Figure 1. Signal wires on met1.
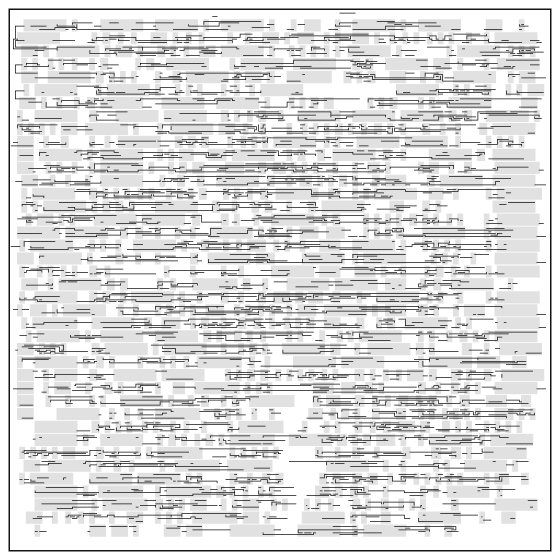
Figure 2. Signal wires on met2.
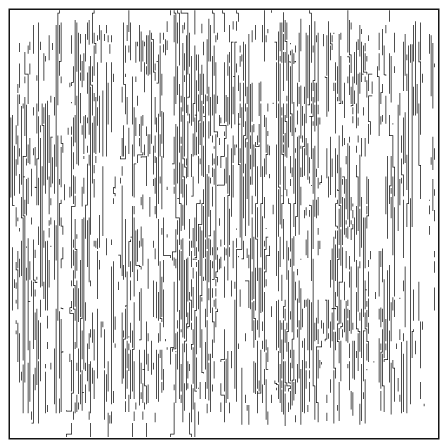
Figure 3. M4 wires.
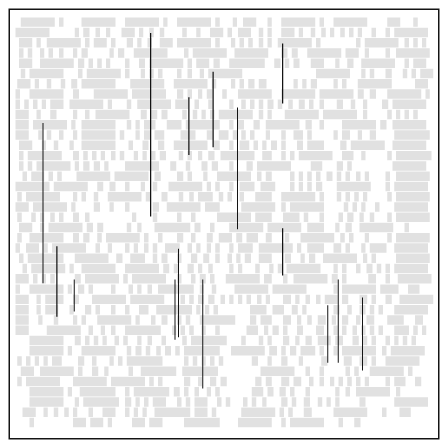
Figure 4. Placement density heat map.
Scale bar: 20 um. The die is cut into 11 by 11 equal tiles; dark blue is low, red is high, 0 to 100% covered.
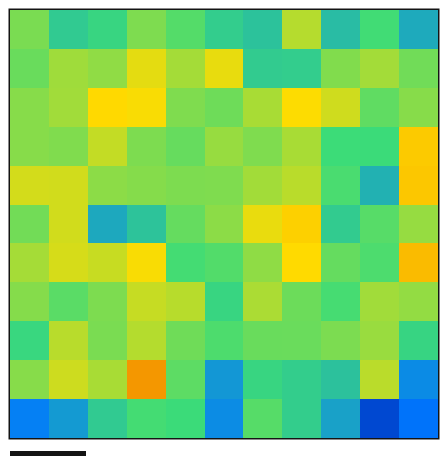
File: config.mk
export PLATFORM = sky130hd
export DESIGN_NAME = seg_scan
export DESIGN_NICKNAME = d
export VERILOG_FILES = /design/src/rtl/seg_scan.sv
export SDC_FILE = /design/constraint.sdc
export NUM_CORES = 1
export LEC_CHECK = 0
export ABC_AREA = 1
export CELL_PAD_IN_SITES_DETAIL_PLACEMENT = 1
export CELL_PAD_IN_SITES_GLOBAL_PLACEMENT = 1
export CORE_MARGIN = 1
export CORE_UTILIZATION = 51
export CTS_CLUSTER_DIAMETER = 80
export CTS_CLUSTER_SIZE = 12
export DETAILED_ROUTE_END_ITERATION = 6
export DONT_BUFFER_PORTS = 1
export GPL_ROUTABILITY_DRIVEN = 0
export GPL_TIMING_DRIVEN = 0
export PLACE_DENSITY_LB_ADDON = 0.1
export SYNTH_ARGS = -nofsm -noshare
export SYNTH_HDL_FRONTEND = slang
export SYNTH_SLANG_ARGS = --single-unit
export TNS_END_PERCENT = 100
File: constraint.sdc
create_clock -name clk -period 3 [get_ports clk]
set_input_delay 0.3 -clock clk [delete_from_list [all_inputs] [get_ports clk]]
set_output_delay 0.3 -clock clk [all_outputs]
set_load 0.03 [all_outputs]
File: src/rtl/seg_scan.sv
// Eight-digit seven-segment scanner: one digit per DIV-cycle slot, guard-blanked enables, double-buffered codes.
// Outputs are registered one cycle behind cnt/idx; staged updates take effect only on frame boundaries.
module seg_scan #(
  parameter int          DIV          = 100000,
  parameter int          GUARD        = 4,
  parameter int          BLINK_FRAMES = 64,
  parameter logic [3:0]  BLANK_CODE   = 4'b1101
) (
  input  logic        clk,
  input  logic        rst_n,
  input  logic [31:0] codes_in,
  input  logic [7:0]  blank_in,
  input  logic [7:0]  blink_in,
  input  logic        update,
  output logic [3:0]  seg_code,
  output logic [7:0]  dig_en,
  output logic        frame_start,
  output logic        pending
);

  localparam int CW = (DIV > 1) ? $clog2(DIV) : 1;
  localparam int FW = (BLINK_FRAMES > 1) ? $clog2(BLINK_FRAMES) : 1;
  localparam logic [CW-1:0] CNT_LAST = CW'(DIV - 1);
  localparam logic [CW-1:0] GUARD_C  = CW'(GUARD);
  localparam logic [FW-1:0] FRM_LAST = FW'(BLINK_FRAMES - 1);

  logic [CW-1:0] cnt_q, cnt_d;
  logic [2:0]    idx_q, idx_d;
  logic [FW-1:0] frm_q, frm_d;
  logic          phase_q, phase_d;
  logic          pend_q, pend_d;
  logic [31:0]   stg_codes_q, stg_codes_d, act_codes_q, act_codes_d;
  logic [7:0]    stg_blank_q, stg_blank_d, act_blank_q, act_blank_d;
  logic [7:0]    stg_blink_q, stg_blink_d, act_blink_q, act_blink_d;
  logic [3:0]    seg_q, seg_d;
  logic [7:0]    en_q, en_d;
  logic          fs_q, fs_d;

  logic slot_end, boundary, eff_blank;

  assign slot_end  = (cnt_q == CNT_LAST);
  assign boundary  = slot_end && (idx_q == 3'd7);
  assign eff_blank = act_blank_q[idx_q] | (act_blink_q[idx_q] & phase_q);

  always_comb begin
    cnt_d       = slot_end ? '0 : cnt_q + CW'(1);
    idx_d       = slot_end ? idx_q + 3'd1 : idx_q;
    frm_d       = frm_q;
    phase_d     = phase_q;
    pend_d      = pend_q;
    stg_codes_d = stg_codes_q;
    stg_blank_d = stg_blank_q;
    stg_blink_d = stg_blink_q;
    act_codes_d = act_codes_q;
    act_blank_d = act_blank_q;
    act_blink_d = act_blink_q;

    if (boundary) begin
      if (frm_q == FRM_LAST) begin
        frm_d   = '0;
        phase_d = ~phase_q;
      end else begin
        frm_d = frm_q + FW'(1);
      end
      if (pend_q) begin
        act_codes_d = stg_codes_q;
        act_blank_d = stg_blank_q;
        act_blink_d = stg_blink_q;
        pend_d      = 1'b0;
      end
    end

    // Capture after apply so a boundary-coincident update waits one more frame.
    if (update) begin
      stg_codes_d = codes_in;
      stg_blank_d = blank_in;
      stg_blink_d = blink_in;
      pend_d      = 1'b1;
    end

    en_d  = (cnt_q >= GUARD_C) ? (8'b1 << idx_q) : 8'h00;
    seg_d = eff_blank ? BLANK_CODE : act_codes_q[{idx_q, 2'b00} +: 4];
    fs_d  = (cnt_q == '0) && (idx_q == 3'd0);
  end

  always_ff @(posedge clk or negedge rst_n) begin
    if (!rst_n) begin
      cnt_q       <= '0;
      idx_q       <= '0;
      frm_q       <= '0;
      phase_q     <= 1'b0;
      pend_q      <= 1'b0;
      stg_codes_q <= '0;
      stg_blank_q <= 8'hFF;
      stg_blink_q <= 8'h00;
      act_codes_q <= '0;
      act_blank_q <= 8'hFF;
      act_blink_q <= 8'h00;
      seg_q       <= BLANK_CODE;
      en_q        <= 8'h00;
      fs_q        <= 1'b0;
    end else begin
      cnt_q       <= cnt_d;
      idx_q       <= idx_d;
      frm_q       <= frm_d;
      phase_q     <= phase_d;
      pend_q      <= pend_d;
      stg_codes_q <= stg_codes_d;
      stg_blank_q <= stg_blank_d;
      stg_blink_q <= stg_blink_d;
      act_codes_q <= act_codes_d;
      act_blank_q <= act_blank_d;
      act_blink_q <= act_blink_d;
      seg_q       <= seg_d;
      en_q        <= en_d;
      fs_q        <= fs_d;
    end
  end

  assign seg_code    = seg_q;
  assign dig_en      = en_q;
  assign frame_start = fs_q;
  assign pending     = pend_q;

endmodule

==> summary.txt <==
The flow completed. Per the OpenROAD power report, leakage power amounts to 3.81 nW. Setup repair after global routing left no endpoint under its margin. The run finished, with violations left. Across all hold checks on the routed design, the worst slack comes to -0.431 ns. According to the floorplan log, the row count is 40. In the final run the clock tree shows a worst skew of 0.00951 ns. For reference, the clock transition at the flip-flops on the worst setup and hold paths is 0.06 ns. Number of clock buffers inserted by TritonCTS landed at 17. The signal on the critical path passes through buf_2 -> clkinv_1 -> clkbuf_1 -> ha_1 -> nand3_1 -> nor4_1. Post-layout instance count excluding filler cells landed at 1027. The final timing report lists a hold violation count of 137. For this run, asynchronously set or reset flops after synthesis account for 100%.

The critical path crosses 6 cells after its start point. Post-detailed-route wirelength per cell landed at 18.2 um. In the power breakdown, the internal column shows 0.00308 W.

The final timing summary puts the cycle share of the worst path at 69.9%. Remaining design rule violation count landed at 0. Total power consumption of the routed design landed at 0.00401 W.

After synthesis, the largest area contributor takes up 46.7% of total cell area. Net switching power landed at 0.000935 W. The chip occupies 0.0129 sq mm.

For reference, the critical path is captured by frame_start. Remaining antenna violation count landed at 0. The region available for standard cell placement spans 0.0121 sq mm.

The final reports fail on negative hold slack. Critical path arrival landed at 2.41 ns. Compared with the post-synthesis result, the final layout area differs by 18.5%. Sorting the synthesized cells by how often they occur yields sky130_fd_sc_hd__nand2_1 (346), sky130_fd_sc_hd__dfrtp_1 (118), sky130_fd_sc_hd__nand3_1 (91), sky130_fd_sc_hd__inv_1 (55), sky130_fd_sc_hd__nor2_1 (46). Sequential fraction of total cell area landed at 46.0%. Counting every net in the synthesized netlist gives 844. Entering global routing, the biggest net connects 138 pins.

Share of layout cells above drive strength 1 landed at 9.31%. Total routing resource utilization after global routing landed at 31.8%. Achievable clock frequency landed at 0.477 GHz. The H-tree generated during clock tree synthesis spans 4 levels.

The synthesized netlist has a Yosys-reported chip area of 0.00633 sq mm. Counting cells, the worst reg-to-reg path comes to 6. In this run switching power makes up 23.3% of total power. After global routing the overflow that remains totals 0.

HPWL after detailed placement landed at 11400 um. Pins over their slew limit in the final report were tallied at 0.
Back to the opening pictures, Figure 1:
wire length on this layer: 7620 um
nets with wire on the layer: 827
longest straight run: 40.9 um
main direction: horizontal

Back to the opening pictures, Figure 2:
main direction: vertical
nets with wire on the layer: 807
longest straight run: 54.4 um
wire length on this layer: 10000 um
share of all routed wire: 54%

Back to the opening pictures, Figure 3:
longest straight run: 48.3 um
share of all routed wire: 1.8%
main direction: vertical
wire length on this layer: 335 um

Back to the opening pictures, Figure 4:
emptiest ninth of the die: bottom right
fullest tile: 83%
mean over tiles: 57%
tiles over 75% full: 5.8%

logic make-up (layout without fill, tap and decap cells):
| logic type | count (synthesis) | after routing | share of synthesized area [%] |
|---|---|---|---|
| AND-OR/OR-AND | 22 | 22 | 1.94 |
| XOR/XNOR | 9 | 9 | 1.25 |
| AND/OR/NAND/NOR | 514 | 514 | 33.8 |
| buffers and inverters | 93 | 168 | 6.63 |
| flip-flops | 137 | 137 | 54.6 |
| adder cells (fa/ha/maj) | 9 | 9 | 1.78 |
placed cells by master, fill, tap and decap left out, types with 3 or more instances in the layout:
cell,n
sky130_fd_sc_hd__nand3_1,91
sky130_fd_sc_hd__ha_1,9
sky130_fd_sc_hd__o21ai_0,12
sky130_fd_sc_hd__nand2_2,3
sky130_fd_sc_hd__dfrtp_1,118
sky130_fd_sc_hd__xor2_1,9
sky130_fd_sc_hd__a21oi_1,5
sky130_fd_sc_hd__nand3_2,4
sky130_fd_sc_hd__clkinv_2,4
sky130_fd_sc_hd__dlygate4sd3_1,43
sky130_fd_sc_hd__nor2_4,3
sky130_fd_sc_hd__o21a_1,3
sky130_fd_sc_hd__inv_1,55
sky130_fd_sc_hd__dfstp_2,19
sky130_fd_sc_hd__nor2_1,46
sky130_fd_sc_hd__nand4_1,7
sky130_fd_sc_hd__nand2_1,346
sky130_fd_sc_hd__buf_2,8
sky130_fd_sc_hd__clkbuf_16,17
sky130_fd_sc_hd__nor3_1,8
sky130_fd_sc_hd__clkbuf_1,19
sky130_fd_sc_hd__inv_4,3
sky130_fd_sc_hd__buf_6,8
power by group through the flow:
stage | Clock (W) | Combinational (W) | Sequential [W]
2_1_floorplan | 0 | 0.0000655 | 0.00197
3_3_place_gp | 0 | 0.0000781 | 0.00198
3_5_place_dp | 0 | 0.0000868 | 0.00198
4_1_cts | 0.00193 | 0.000133 | 0.00195
5_1_grt | 0.00202 | 0.000158 | 0.00196
6_report | 0.00192 | 0.000141 | 0.00195
per-stage QoR:
step	cell area, sq um	hold slack [ns]	setup WS, ns
final	7500	-0.431	0.904
after global routing	7500	-0.452	0.773
after CTS	7500	-0.447	0.950
after detailed placement	6540	0.00717	0.973
after global placement	6540	0.00788	1.02
after floorplan	6330	0.00441	1.41
registers in the layout, indices dropped and copies added (netlist names):
register,count
act_codes_q,32
act_blink_q,8
cnt_q,17
frm_q,6
pending,1
act_blank_q,8
frame_start,1
phase_q,1
seg_code,4
stg_blink_q,8
stg_codes_q,32
stg_blank_q,8
idx_q,3
dig_en,8
per-layer routing:
| metal | vias to the layer above | share of wire (%) | GRT usage, % |
|---|---|---|---|
| met1 | 2752 | 41 | 36.2 |
| met5 | - | 0 | 0 |
| met4 | 0 | 1.8 | 10.7 |
| met2 | 124 | 54 | 58.5 |
| met3 | 31 | 3.9 | 7.39 |
| li1 | 2560 | - | - |
worst min path at each step:
stage,startpoint,slack [ns],cells after the start,to
2_1_floorplan,rst_n,0.004,0,act_blink_q[0]
3_3_place_gp,rst_n,0.008,0,cnt_q[6]
3_5_place_dp,rst_n,0.007,0,cnt_q[6]
4_1_cts,rst_n,-0.45,0,act_blink_q[0]
5_1_grt,rst_n,-0.45,0,cnt_q[6]
6_report,rst_n,-0.43,0,cnt_q[6]
Power and IR drop assume default switching activity.
